## src/rtl/string_fifo_pkg.sv

```systemverilog
// Shared types and constants for the two-channel string FIFO with word-compare engine.
package string_fifo_pkg;

  typedef enum logic [2:0] {
    ADDR_DATA0  = 3'd0,
    ADDR_DATA1  = 3'd1,
    ADDR_STAT0  = 3'd2,
    ADDR_STAT1  = 3'd3,
    ADDR_CTRL   = 3'd4,
    ADDR_RESULT = 3'd5,
    ADDR_RSVD6  = 3'd6,
    ADDR_RSVD7  = 3'd7
  } addr_e;

  typedef enum logic [1:0] {
    ENG_IDLE = 2'd0,
    ENG_CMP  = 2'd1,
    ENG_DONE = 2'd2
  } eng_state_e;

  localparam int unsigned ST_EMPTY_BIT  = 0;
  localparam int unsigned ST_FULL_BIT   = 1;
  localparam int unsigned ST_OVF_BIT    = 2;
  localparam int unsigned ST_UNF_BIT    = 3;
  localparam int unsigned ST_CNT_LSB    = 16;

  localparam int unsigned RES_DONE_BIT  = 0;
  localparam int unsigned RES_EQUAL_BIT = 1;
  localparam int unsigned RES_IDX_LSB   = 8;
  localparam int unsigned RES_CNT_LSB   = 16;

  localparam logic [31:0] EMPTY_WORD    = 32'hDEADDEAD;
  localparam logic [31:0] BUSY_WORD_DEF = 32'hDEADFACE;

  function automatic logic [31:0] fmt_status(input logic [15:0] cnt, input logic unf,
                                             input logic ovf, input logic full,
                                             input logic empty);
    logic [31:0] s;
    s = '0;
    s[ST_CNT_LSB +: 16] = cnt;
    s[ST_UNF_BIT]       = unf;
    s[ST_OVF_BIT]       = ovf;
    s[ST_FULL_BIT]      = full;
    s[ST_EMPTY_BIT]     = empty;
    return s;
  endfunction

endpackage

```

## src/rtl/string_fifo_ch.sv

```systemverilog
// One circular FIFO channel with sticky overflow/underflow flags; storage has no reset.
module string_fifo_ch #(
  parameter  int unsigned DEPTH = 16,
  parameter  int unsigned DW    = 32,
  localparam int unsigned AW    = $clog2(DEPTH),
  localparam int unsigned CW    = AW + 1
) (
  input  logic          clk,
  input  logic          rst_n,
  input  logic          push_i,
  input  logic          pop_i,
  input  logic          flush_i,
  input  logic          clr_sticky_i,
  input  logic [DW-1:0] din_i,
  output logic [DW-1:0] dout_c,
  output logic [CW-1:0] count_o,
  output logic          full_c,
  output logic          empty_c,
  output logic          ovf_o,
  output logic          unf_o
);

  logic [DW-1:0] mem_q [DEPTH];
  logic [AW-1:0] wr_ptr_q, wr_ptr_d, rd_ptr_q, rd_ptr_d;
  logic [CW-1:0] count_q, count_d;
  logic          ovf_q, ovf_d, unf_q, unf_d;
  logic          push_ok_c, pop_ok_c;

  assign full_c    = (count_q == CW'(DEPTH));
  assign empty_c   = (count_q == '0);
  assign push_ok_c = push_i && !full_c && !flush_i;
  assign pop_ok_c  = pop_i && !empty_c && !flush_i;

  // Flush wins over any access in the same cycle.
  always_comb begin
    wr_ptr_d = wr_ptr_q;
    rd_ptr_d = rd_ptr_q;
    count_d  = count_q;
    ovf_d    = ovf_q;
    unf_d    = unf_q;
    if (flush_i) begin
      wr_ptr_d = '0;
      rd_ptr_d = '0;
      count_d  = '0;
      ovf_d    = 1'b0;
      unf_d    = 1'b0;
    end else begin
      if (push_ok_c) wr_ptr_d = wr_ptr_q + AW'(1);
      if (pop_ok_c)  rd_ptr_d = rd_ptr_q + AW'(1);
      count_d = count_q + CW'(push_ok_c) - CW'(pop_ok_c);
      if (clr_sticky_i) begin
        ovf_d = 1'b0;
        unf_d = 1'b0;
      end
      if (push_i && full_c)  ovf_d = 1'b1;
      if (pop_i  && empty_c) unf_d = 1'b1;
    end
  end

  always_ff @(posedge clk or negedge rst_n) begin
    if (!rst_n) begin
      wr_ptr_q <= '0;
      rd_ptr_q <= '0;
      count_q  <= '0;
      ovf_q    <= 1'b0;
      unf_q    <= 1'b0;
    end else begin
      wr_ptr_q <= wr_ptr_d;
      rd_ptr_q <= rd_ptr_d;
      count_q  <= count_d;
      ovf_q    <= ovf_d;
      unf_q    <= unf_d;
    end
  end

  always_ff @(posedge clk) begin
    if (push_ok_c) mem_q[wr_ptr_q] <= din_i;
  end

  assign dout_c  = mem_q[rd_ptr_q];
  assign count_o = count_q;
  assign ovf_o   = ovf_q;
  assign unf_o   = unf_q;

endmodule

```

## src/rtl/string_fifo_avalon_mc.sv

```systemverilog
// Avalon-MM slave with two word FIFOs and an optional FIFO-compare engine.
// Define STRING_CMP_EN to build the compare engine; otherwise go is ignored.
module string_fifo_avalon_mc
  import string_fifo_pkg::*;
#(
  parameter int unsigned DEPTH     = 16,
  parameter logic [31:0] BUSY_WORD = BUSY_WORD_DEF
) (
  input  logic        clk,
  input  logic        reset_n,
  input  logic        chipselect,
  input  logic        read,
  input  logic        write,
  input  logic [2:0]  address,
  input  logic [31:0] writedata,
  output logic [31:0] readdata
);

  localparam int unsigned DW = 32;
  localparam int unsigned CW = $clog2(DEPTH) + 1;

  addr_e         addr_c;
  logic          rd_c, wr_c, busy_c, eng_pop_c;
  logic [1:0]    push_c, pop_c, flush_c, clr_c, full_c, empty_c, ovf_c, unf_c;
  logic [DW-1:0] dout_c   [2];
  logic [CW-1:0] count_c  [2];
  logic [31:0]   status_c [2];
  logic [31:0]   ctrl_c, result_c, rdata_d, rdata_q;

  assign addr_c = addr_e'(address);
  assign rd_c   = chipselect && read;
  assign wr_c   = chipselect && write;

  for (genvar g = 0; g < 2; g++) begin : g_ch
    localparam addr_e DATA_A = addr_e'(3'(g));
    localparam addr_e STAT_A = addr_e'(3'(g + 2));

    assign push_c[g]  = wr_c && (addr_c == DATA_A) && !busy_c;
    assign pop_c[g]   = (rd_c && (addr_c == DATA_A) && !busy_c) || eng_pop_c;
    assign flush_c[g] = wr_c && (addr_c == STAT_A) && writedata[0];
    assign clr_c[g]   = wr_c && (addr_c == STAT_A) && writedata[1];

    string_fifo_ch #(.DEPTH(DEPTH), .DW(DW)) u_ch (
      .clk          (clk),
      .rst_n        (reset_n),
      .push_i       (push_c[g]),
      .pop_i        (pop_c[g]),
      .flush_i      (flush_c[g]),
      .clr_sticky_i (clr_c[g]),
      .din_i        (writedata),
      .dout_c       (dout_c[g]),
      .count_o      (count_c[g]),
      .full_c       (full_c[g]),
      .empty_c      (empty_c[g]),
      .ovf_o        (ovf_c[g]),
      .unf_o        (unf_c[g])
    );

    assign status_c[g] = fmt_status(16'(count_c[g]), unf_c[g], ovf_c[g], full_c[g], empty_c[g]);
  end

`ifdef STRING_CMP_EN
  eng_state_e    state_q, state_d;
  logic [CW-1:0] cmp_cnt_q, cmp_cnt_d, idx_q, idx_d;
  logic          eq_q, eq_d, done_q, done_d;
  logic          go_c, flush_any_c, last0_c, last1_c;

  assign go_c        = wr_c && (addr_c == ADDR_CTRL) && writedata[0];
  assign flush_any_c = |flush_c;
  assign last0_c     = (count_c[0] == CW'(1));
  assign last1_c     = (count_c[1] == CW'(1));
  assign busy_c      = (state_q == ENG_CMP);

  // Lookahead on count==1 ends CMP on the cycle that drains a FIFO.
  always_comb begin
    state_d   = state_q;
    cmp_cnt_d = cmp_cnt_q;
    idx_d     = idx_q;
    eq_d      = eq_q;
    done_d    = done_q;
    eng_pop_c = 1'b0;
    case (state_q)
      ENG_IDLE: begin
        if (go_c) begin
          state_d   = ENG_CMP;
          cmp_cnt_d = '0;
          idx_d     = '0;
          eq_d      = 1'b0;
          done_d    = 1'b0;
        end
      end
      ENG_CMP: begin
        if (flush_any_c) begin
          state_d = ENG_IDLE;
          done_d  = 1'b0;
        end else if (empty_c[0] || empty_c[1]) begin
          state_d = ENG_DONE;
          done_d  = 1'b1;
          eq_d    = &empty_c;
        end else begin
          eng_pop_c = 1'b1;
          cmp_cnt_d = cmp_cnt_q + CW'(1);
          if (dout_c[0] != dout_c[1]) begin
            state_d = ENG_DONE;
            done_d  = 1'b1;
            eq_d    = 1'b0;
            idx_d   = cmp_cnt_q;
          end else if (last0_c || last1_c) begin
            state_d = ENG_DONE;
            done_d  = 1'b1;
            eq_d    = last0_c && last1_c;
          end
        end
      end
      ENG_DONE: state_d = ENG_IDLE;
      default:  state_d = ENG_IDLE;
    endcase
    if (flush_any_c && (state_q != ENG_CMP)) done_d = 1'b0;
  end

  always_ff @(posedge clk or negedge reset_n) begin
    if (!reset_n) begin
      state_q   <= ENG_IDLE;
      cmp_cnt_q <= '0;
      idx_q     <= '0;
      eq_q      <= 1'b0;
      done_q    <= 1'b0;
    end else begin
      state_q   <= state_d;
      cmp_cnt_q <= cmp_cnt_d;
      idx_q     <= idx_d;
      eq_q      <= eq_d;
      done_q    <= done_d;
    end
  end

  always_comb begin
    result_c                      = '0;
    result_c[RES_CNT_LSB +: 16]   = 16'(cmp_cnt_q);
    result_c[RES_IDX_LSB +: 8]    = 8'(idx_q);
    result_c[RES_EQUAL_BIT]       = eq_q;
    result_c[RES_DONE_BIT]        = done_q;
  end
  assign ctrl_c = 32'(busy_c);
`else
  assign busy_c    = 1'b0;
  assign eng_pop_c = 1'b0;
  assign ctrl_c    = '0;
  assign result_c  = '0;
`endif

  // Read mux; readdata holds its value on cycles without a read.
  always_comb begin
    rdata_d = rdata_q;
    if (rd_c) begin
      case (addr_c)
        ADDR_DATA0:  rdata_d = busy_c ? BUSY_WORD : (empty_c[0] ? EMPTY_WORD : dout_c[0]);
        ADDR_DATA1:  rdata_d = busy_c ? BUSY_WORD : (empty_c[1] ? EMPTY_WORD : dout_c[1]);
        ADDR_STAT0:  rdata_d = status_c[0];
        ADDR_STAT1:  rdata_d = status_c[1];
        ADDR_CTRL:   rdata_d = ctrl_c;
        ADDR_RESULT: rdata_d = result_c;
        default:     rdata_d = '0;
      endcase
    end
  end

  always_ff @(posedge clk or negedge reset_n) begin
    if (!reset_n) rdata_q <= '0;
    else          rdata_q <= rdata_d;
  end

  assign readdata = rdata_q;

endmodule

```

## config.mk

```make
export PLATFORM = sky130hd
export DESIGN_NAME = string_fifo_avalon_mc
export DESIGN_NICKNAME = d
export VERILOG_FILES = /design/src/rtl/string_fifo_pkg.sv /design/src/rtl/string_fifo_ch.sv /design/src/rtl/string_fifo_avalon_mc.sv
export SDC_FILE = /design/constraint.sdc
export NUM_CORES = 1
export LEC_CHECK = 0
export CELL_PAD_IN_SITES_DETAIL_PLACEMENT = 1
export CELL_PAD_IN_SITES_GLOBAL_PLACEMENT = 2
export CORE_UTILIZATION = 35
export CTS_BUF_LIST = sky130_fd_sc_hd__clkbuf_2
export CTS_CLUSTER_SIZE = 25
export DETAILED_ROUTE_END_ITERATION = 10
export MAX_ROUTING_LAYER = met4
export PLACE_DENSITY_LB_ADDON = 0.1
export SYNTH_ARGS = -nofsm -noshare
export SYNTH_HDL_FRONTEND = slang
export SYNTH_SLANG_ARGS = --single-unit
```

## constraint.sdc

```tcl
create_clock -name clk -period 2.9 [get_ports clk]
set_input_delay 0.29 -clock clk [delete_from_list [all_inputs] [get_ports clk]]
set_output_delay 0.29 -clock clk [all_outputs]
set_load 0.05 [all_outputs]
```

==> run_1/port_nets.png <==
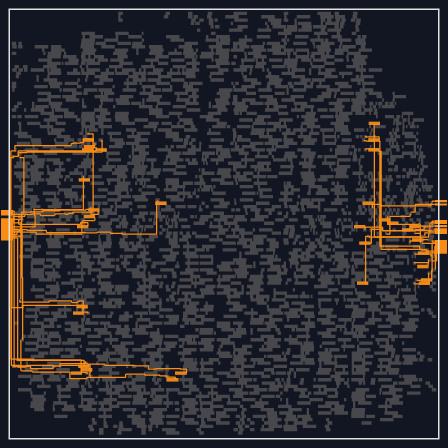
legend:
  orange:
    port: readdata
    bits: 32
    direction: output
    edge: 16 right, 16 left
    end_cells: 32
    buffers: 32
    wire: 3,550 µm

==> run_1/cell_classes.png <==
Fill, decap, tap and diode cells in gray.
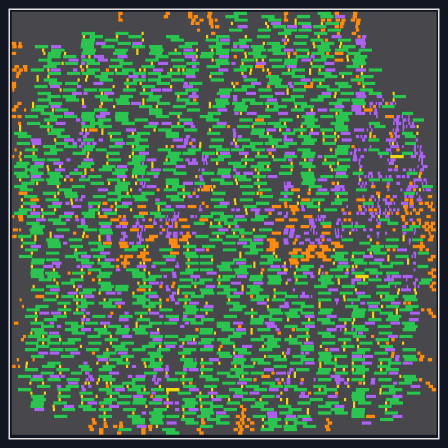
legend:
  purple:
    class: all other logic
    cells: 741
    share_of_their_area: 20%
  yellow:
    class: clock drivers and dummy loads
    cells: 506
    share_of_their_area: 5.2%
  green:
    class: flip-flops
    cells: 1,086
    share_of_their_area: 66%
  orange:
    class: other buffers and delay cells
    cells: 385
    share_of_their_area: 8.5%

==> summary.txt, run 1 <==
outcome = finished clean
Mapped Area = 0.0423 mm²
die extent in x = 350 µm
crit path DAT = 4.13 ns
clk_skew = 0.113 ns
yosys aoi share = 2.15%
clock slew at reported path FFs = 0.11 ns
Commonest Layout Cell = edfxtp_1
largest net degree at the start of global routing = 48
Cell Pwr Density = 781 mW/mm²
Synth Register Bits = 1,086
max layer used = met4
startpoint types = flop
pre-CTS setup slack = -0.163 ns
Async SR Flop Fraction = 5.71%
top comb family, area = multiplexers
number of antenna violations at the first check in global routing = 11
Worst-Margin Slew = 1.12 ns
met1 usage = 26.5%
max reg flops = 1,024
Core Util at FP = 35.3%
Yosys chip area = 0.0423 mm²
clock buffer depth = 4
Top Layout Cells = edfxtp_1, clkbuf_2, mux4_2
top cells by count = edfxtp_1, mux4_2, mux2i_1
CP endpoint = readdata[18]
Synth area leader = edfxtp_1
reg2reg start = g_ch[0].u_ch.rd_ptr_q[0]
Finished Core Util = 42.4%
Endpoint, Worst Hold = g_ch[1].u_ch.mem_q[7][5]
P&R area growth vs syn = 20.1%
gr usage total = 20.2%
post-cts sizing count = 143
R2R Setup Slk = 0.12 ns
hpwl dp = 74.7 mm
H-tree Lvls = 5
total CTS buffers = 310
routability cong. = 0.781
setup ws final = 0.116 ns
Post-CTS Setup Inserts = 0
num rows = 127
YS warnings = 0
Post-CTS Hold Buffers = 84
Overall Power = 0.0397 W
Crit Path Class = flop to flop
routed length on met2 = 56.9 mm
Adder-Cell Fraction of Synth Area = 0.746%
crit path DRT = 4.25 ns
reg2reg path depth = 7
distinct lib cells = 49
WHS = 0.242 ns
Port Buffers = 71
==> run_1/met3.png <==
The bar under the picture is 100 µm long.
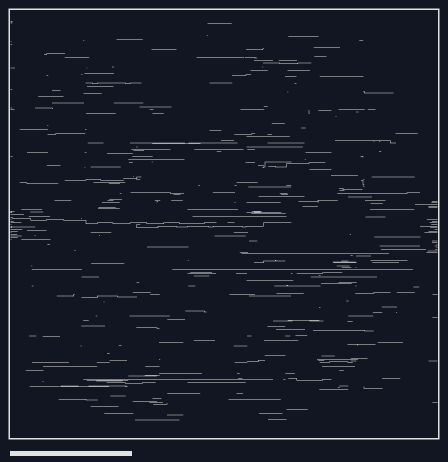
share of all routed wire: 5.1%
wire length on this layer: 6,030 µm
main direction: horizontal
longest straight run: 196 µm
nets with wire on the layer: 191

==> run_1/met2.png <==
Cells faint in the background.
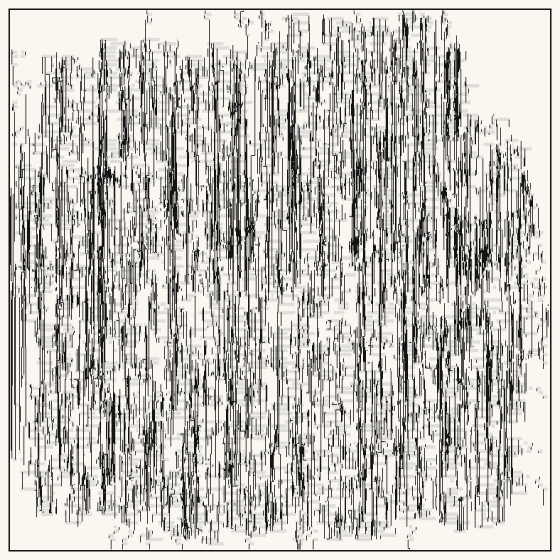
share of all routed wire: 48%
nets with wire on the layer: 2,383
met2 usage in global routing: 31.6%
Routed WL: 117 mm
routed via count: 21,784

## run 1: final cells by class
cell class | count | area (µm²)
Inverter | 21 | 78.8
Timing Repair Buffer | 385 | 4160
Fill cell | 11562 | 69000
Clock buffer | 453 | 2270
Tap cell | 1612 | 2020
Multi-Input combinational cell | 720 | 9650
Clock inverter | 53 | 287
Antenna cell | 3 | 7.51
Sequential cell | 1086 | 32300
## run 1: critical path, stage by stage, from the launching register on
cell,delay (ns)
dfrtp_4,0.56
buf_12,0.22
buf_12,0.23
mux4_2,0.55
mux2i_1,0.18
a21oi_1,0.10
a22oi_1,0.48
o311ai_0,0.24
## run 1: where the power goes
group	internal, W	switching (W)
combinational	0.00523	0.00583
clock	0.00437	0.00626
sequential	0.0175	0.000542
total	0.0271	0.0126
==> run_1/final_placement.png <==
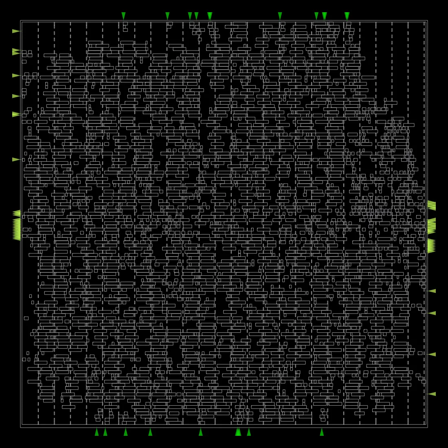

==> run 1 -> run 2 <==
--- a/constraint.sdc
+++ b/constraint.sdc
@@ -3,2 +3,2 @@
 set_output_delay 0.29 -clock clk [all_outputs]
-set_load 0.05 [all_outputs]
+set_load 0.1 [all_outputs]
==> run_2/final_placement.png <==
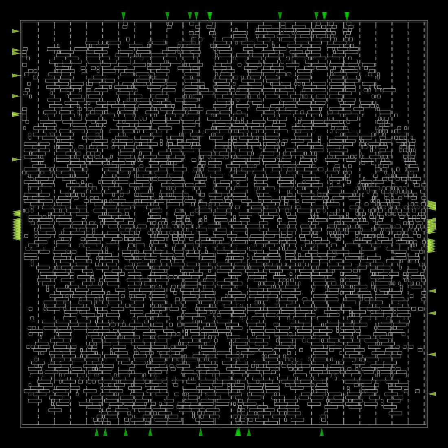
n_taps: 1,612
seq_cells: 1,086
Non-Filler Instances: 4,319

==> run_2/cell_classes.png <==
Fill, decap, tap and diode cells in gray.
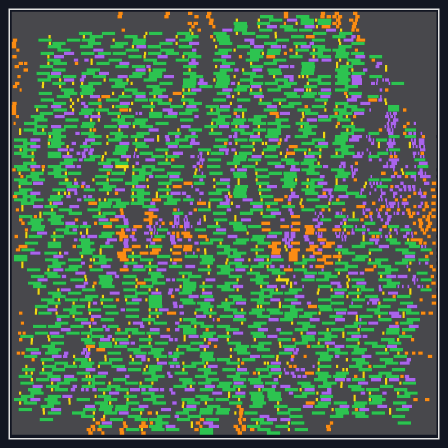
legend:
  green:
    class: flip-flops
    cells: 1,086
    share_of_their_area: 66%
  yellow:
    class: clock drivers and dummy loads
    cells: 509
    share_of_their_area: 5.2%
  purple:
    class: all other logic
    cells: 741
    share_of_their_area: 20%
  orange:
    class: other buffers and delay cells
    cells: 366
    share_of_their_area: 8.4%
num rows: 127
Seq/total area: 63.7%

==> run_2/port_nets.png <==
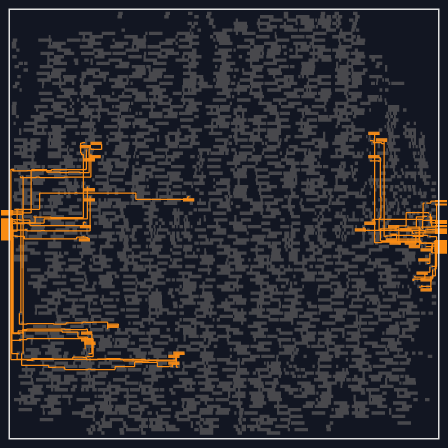
legend:
  orange:
    port: readdata
    bits: 32
    direction: output
    edge: 16 right, 16 left
    end_cells: 32
    buffers: 32
    wire: 3,640 µm
Port Buffers: 71
Ports: 72

==> run 2 against run 1 <==
Compared with the run above: routed wire length grew 0.18%; critical path depth grew 1; synthesized cell count is the same; cell count shrank 0.32%; utilization shrank 0.078 points; critical path type unchanged; sequential power is essentially flat; via count grew 0.20%; global-route usage grew 0.067 points.
==> summary.txt, run 2 <==
outcome = finished clean
setup ws final = 0.161 ns (+0.0450 ns)
die extent in x = 350 µm (unchanged)
crit path DAT = 4.07 ns (-0.06 ns)
number of antenna violations at the first check in global routing = 8 (-3)
met1 usage = 26.3% (-0.21 points)
crit-path cells = buf_12 > mux4_2 > nand3b_1 > nand4_1 > buf_4 > a221oi_1 > buf_4 > o21ai_0
Non-clock buffering overhead = 8.04% (-0.15 points)
Yosys chip area = 0.0423 mm² (unchanged)
# diodes = 5 (+2)
top cells by count = edfxtp_1, mux4_2, mux2i_1
Non-clock inverters = 21 (unchanged)
top comb family, area = multiplexers
max layer used = met4
Async SR Flop Fraction = 5.71% (unchanged)
clk_skew = 0.119 ns (+0.00624 ns)
Critical Path Max Stage Delay = 0.56 ns (about the same)
pre-CTS setup slack = -0.195 ns (-0.0321 ns)
# clk buffers = 452 (-0.22%)
hpwl dp = 75.2 mm (+0.57%)
H-tree Lvls = 5 (unchanged)
combinational power share = 28.8% (+0.9 points)
WHS = 0.250 ns (+0.00740 ns)
Top pwr grp = registers
routed length on met2 = 57.3 mm (+0.61%)
top cell category = flip-flops and latches
routability cong. = 0.788 (+0.92%)
Synth area leader = edfxtp_1
Internal Pwr Total = 0.0271 W (about the same)
yosys aoi share = 2.15% (unchanged)
Comb group = 0.0115 W (+4%)
Seq power = 0.0180 W (about the same)
max reg flops = 1,024 (unchanged)
combinational gate area = 0.00965 mm² (about the same)
routed via count = 21,827 (+0.20%)
YS warnings = 0 (unchanged)
Slowest-stage cell, CP = mux4_2
Cell Pwr Density = 791 mW/mm² (+1.2%)
cells in synth_stat.txt = 1,928
Overall Power = 0.0401 W (+1.0%)
Post-CTS Hold Buffers = 66 (-21%)
switching power = 0.0130 W (+3.0%)
Finished Core Util = 42.3% (-0.078 points)
largest net degree at the start of global routing = 39 (-19%)
crit path DRT = 4.23 ns (-0.02 ns)
post-cts sizing count = 0 (-100%)
Adder-Cell Fraction of Synth Area = 0.746% (unchanged)
startpoint types = flop
# fillers = 11,552 (-0.086%)
total CTS buffers = 304 (-1.9%)
Sw Ratio = 32.5% (+0.63 points)
distinct lib cells = 49 (unchanged)
Most common cell on crit path = buf_4
Crit Path Class = flop to flop
Mapped Area = 0.0423 mm² (unchanged)
Post-CTS Setup Inserts = 0 (unchanged)
Clk. pwr = 0.0105 W (about the same)
Final clock-cell share = 5.02% (-0.0080 points)
clock buffer depth = 4 (unchanged)
Antenna Violating Nets Remaining = 0
Commonest Layout Cell = edfxtp_1
run 2: cell counts after synthesis:
Identical to the previous run, type by type.
run 2: path summary, 6_finish.rpt:
check	start	to	slack [ns]	cells past startpoint
setup reg to reg	g_ch[1].u_ch.rd_ptr_q[0]	readdata[1]	0.16	8
hold / removal	writedata[24]	g_ch[0].u_ch.mem_q[13][24]	0.25	3
max in group asynchronous	reset_n	readdata[14]	1.86	6
min in group asynchronous	reset_n	readdata[17]	0.43	5
setup / recovery	g_ch[1].u_ch.rd_ptr_q[0]	readdata[1]	0.16	8
hold reg to reg	readdata[1]	readdata[1]	0.49	2
run 2: critical path: cells and delay by family (launching register included):
kind | cells | cell delay [ns]
compound gates | 2 | 0.46
buf+inv | 3 | 0.74
mux | 1 | 0.56
flops | 1 | 0.46
simple gates | 2 | 0.39
==> run_2/met2.png <==
Cells faint in the background.
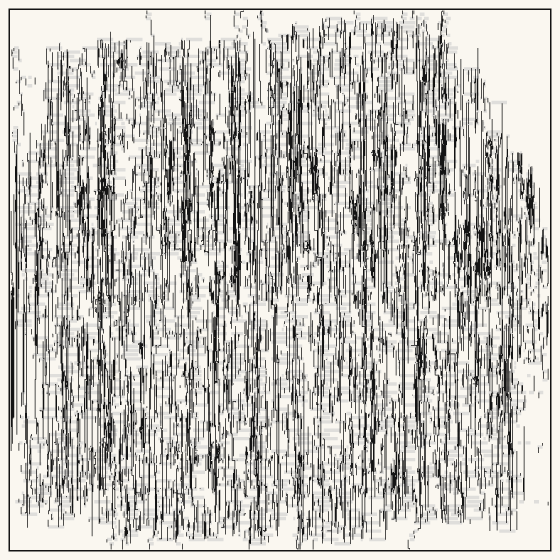

==> run 2 -> run 3 <==
ABC_CLOCK_PERIOD_IN_PS = 2900   (was unset)
MAX_ROUTING_LAYER = unset   (was met4)
REMOVE_ABC_BUFFERS = 1   (was unset)
==> run_3/met2.png <==
Cells faint in the background.
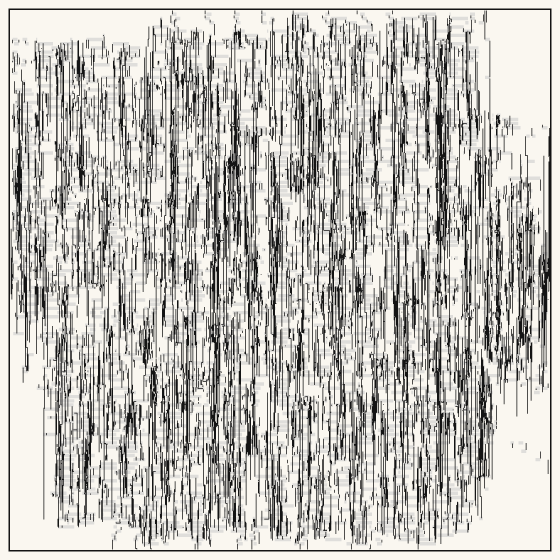
share of all routed wire: 48%
main direction: vertical
met2 usage in global routing: 32.0%
routed via count: 22,039
Routed WL: 120 mm

==> run_3/port_nets.png <==
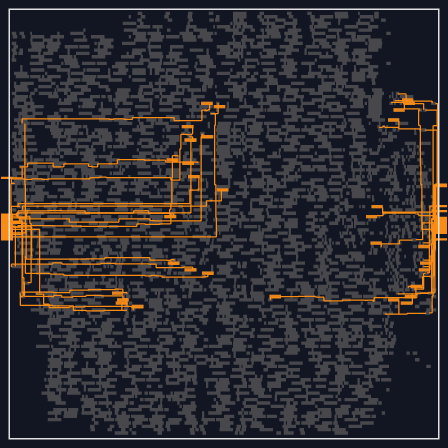
legend:
  orange:
    port: readdata
    bits: 32
    direction: output
    edge: 17 left, 15 right
    end_cells: 32
    buffers: 32
    wire: 5,060 µm

==> run_3/final_placement.png <==
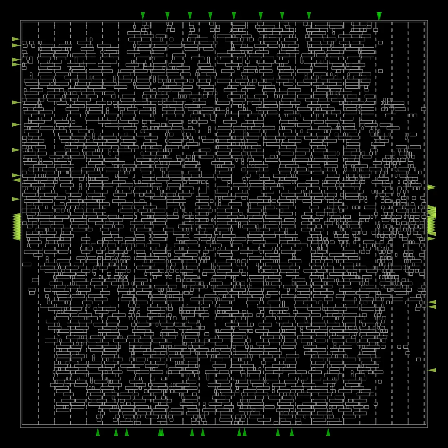
Seq/total area: 63.1%
Non-Filler Instances: 4,364

==> run 3 against run 2 <==
Compared with the run above: critical path depth is 4 higher; fmax is 4.6% lower; non-clock buffer count is 30 higher; clock power hardly changed; count of clock-buffer cells in the layout is 17 lower; die size stayed put; routed wire length is 2.2% higher; utilization is 0.44 points higher; combinational power hardly changed; cell area is 1.0% higher; first-iteration DRC count is 1.1% lower; worst hold slack better by 0.015 ns.
==> summary.txt, run 3 <==
H-tree Lvls = 5 (unchanged)
outcome = finished clean
max reg flops = 1,024 (unchanged)
combinational power share = 28.8% (about the same)
Worst R2R End = readdata[17]
Top delay family on crit path = buffers and inverters
top cells by count = edfxtp_1, mux4_2, mux2i_1
cells in synth_stat.txt = 1,928 (unchanged)
yosys aoi share = 2.15% (unchanged)
Internal Pwr Total = 0.0274 W (+1.0%)
Slowest-stage cell, CP = dlygate4sd3_1
# diodes = 16 (+11)
startpoint types = primary input
Adder-Cell Fraction of Synth Area = 0.746% (unchanged)
Sw Ratio = 32.6% (+0.14 points)
# clk buffers = 435 (-3.8%)
top cell category = flip-flops and latches
Critical Path Max Stage Delay = 0.59 ns (+0.03 ns)
Finished Core Util = 42.8% (+0.44 points)
Async SR Flop Fraction = 5.71% (unchanged)
hold_sp = writedata[1]
Endpoint, Worst Hold = g_ch[0].u_ch.mem_q[7][1]
Top pwr grp = registers
largest net degree at the start of global routing = 62 (+59%)
crit path DAT = 4.38 ns (+0.31 ns)
Commonest Layout Cell = edfxtp_1
Non-clock inverters = 21 (unchanged)
Final clock-cell share = 5.11% (+0.087 points)
Seq power = 0.0181 W (about the same)
Overall Power = 0.0406 W (+1.2%)
Post-CTS Hold Buffers = 96 (+45%)
Crit Path Class = primary input to flop
# fillers = 11,493 (-0.51%)
clk_skew = 0.127 ns (+0.00769 ns)
setup ws final = 0.0280 ns (-0.133 ns)
crit-path cells = dlygate4sd3_1 > clkdlybuf4s50_1 > dlygate4sd3_1 > buf_4 > and4b_1 > buf_4 > nand3_1 > dlygate4sd3_1 > a22oi_1 > dlygate4sd3_1 > nor2_1 > dlygate4sd3_1
distinct lib cells = 49 (unchanged)
Ports = 72 (unchanged)
switching power = 0.0132 W (+1.7%)
post-cts sizing count = 62 (+62)
Mapped Area = 0.0423 mm² (unchanged)
top comb family, area = multiplexers
hpwl dp = 74.5 mm (-0.88%)
Synth area leader = edfxtp_1
R2R Setup Slk = 0.14 ns (-0.02 ns)
total CTS buffers = 306 (+0.66%)
combinational gate area = 0.00965 mm² (about the same)
YS warnings = 0 (unchanged)
die extent in x = 350 µm (unchanged)
Worst Hold Depth = 3 (unchanged)
WHS = 0.265 ns (+0.0151 ns)
num rows = 127 (unchanged)
pre-CTS setup slack = -0.216 ns (-0.0205 ns)
[run 3: metal layers]
metal	global-route usage, %	part of all wire (%)	up-vias
met2	32.0	48	616
met1	27.6	45	11835
met3	5.31	5.5	135
li1	-	-	9453
met4	5.22	1.4	0
met5	0	0	-
[run 3: worst max-delay path by stage]
stage / startpoint / end / depth (start not counted)
floorplan: g_ch[1].u_ch.rd_ptr_q[0] / readdata[2] / 5
global placement: address[1] / g_ch[0].u_ch.count_o[4] / 14
detailed placement: address[1] / g_ch[0].u_ch.count_o[4] / 14
CTS: readdata[23] / readdata[23] / 1
global route: readdata[23] / readdata[23] / 1
finish: address[2] / g_ch[1].u_ch.ovf_o / 12
[run 3: tightest hold or removal path, stage by stage]
cell and delay, ns:
dlygate4sd3_1 0.55, clkdlybuf4s50_1 0.54, buf_4 0.29
Power and IR drop assume default switching activity.
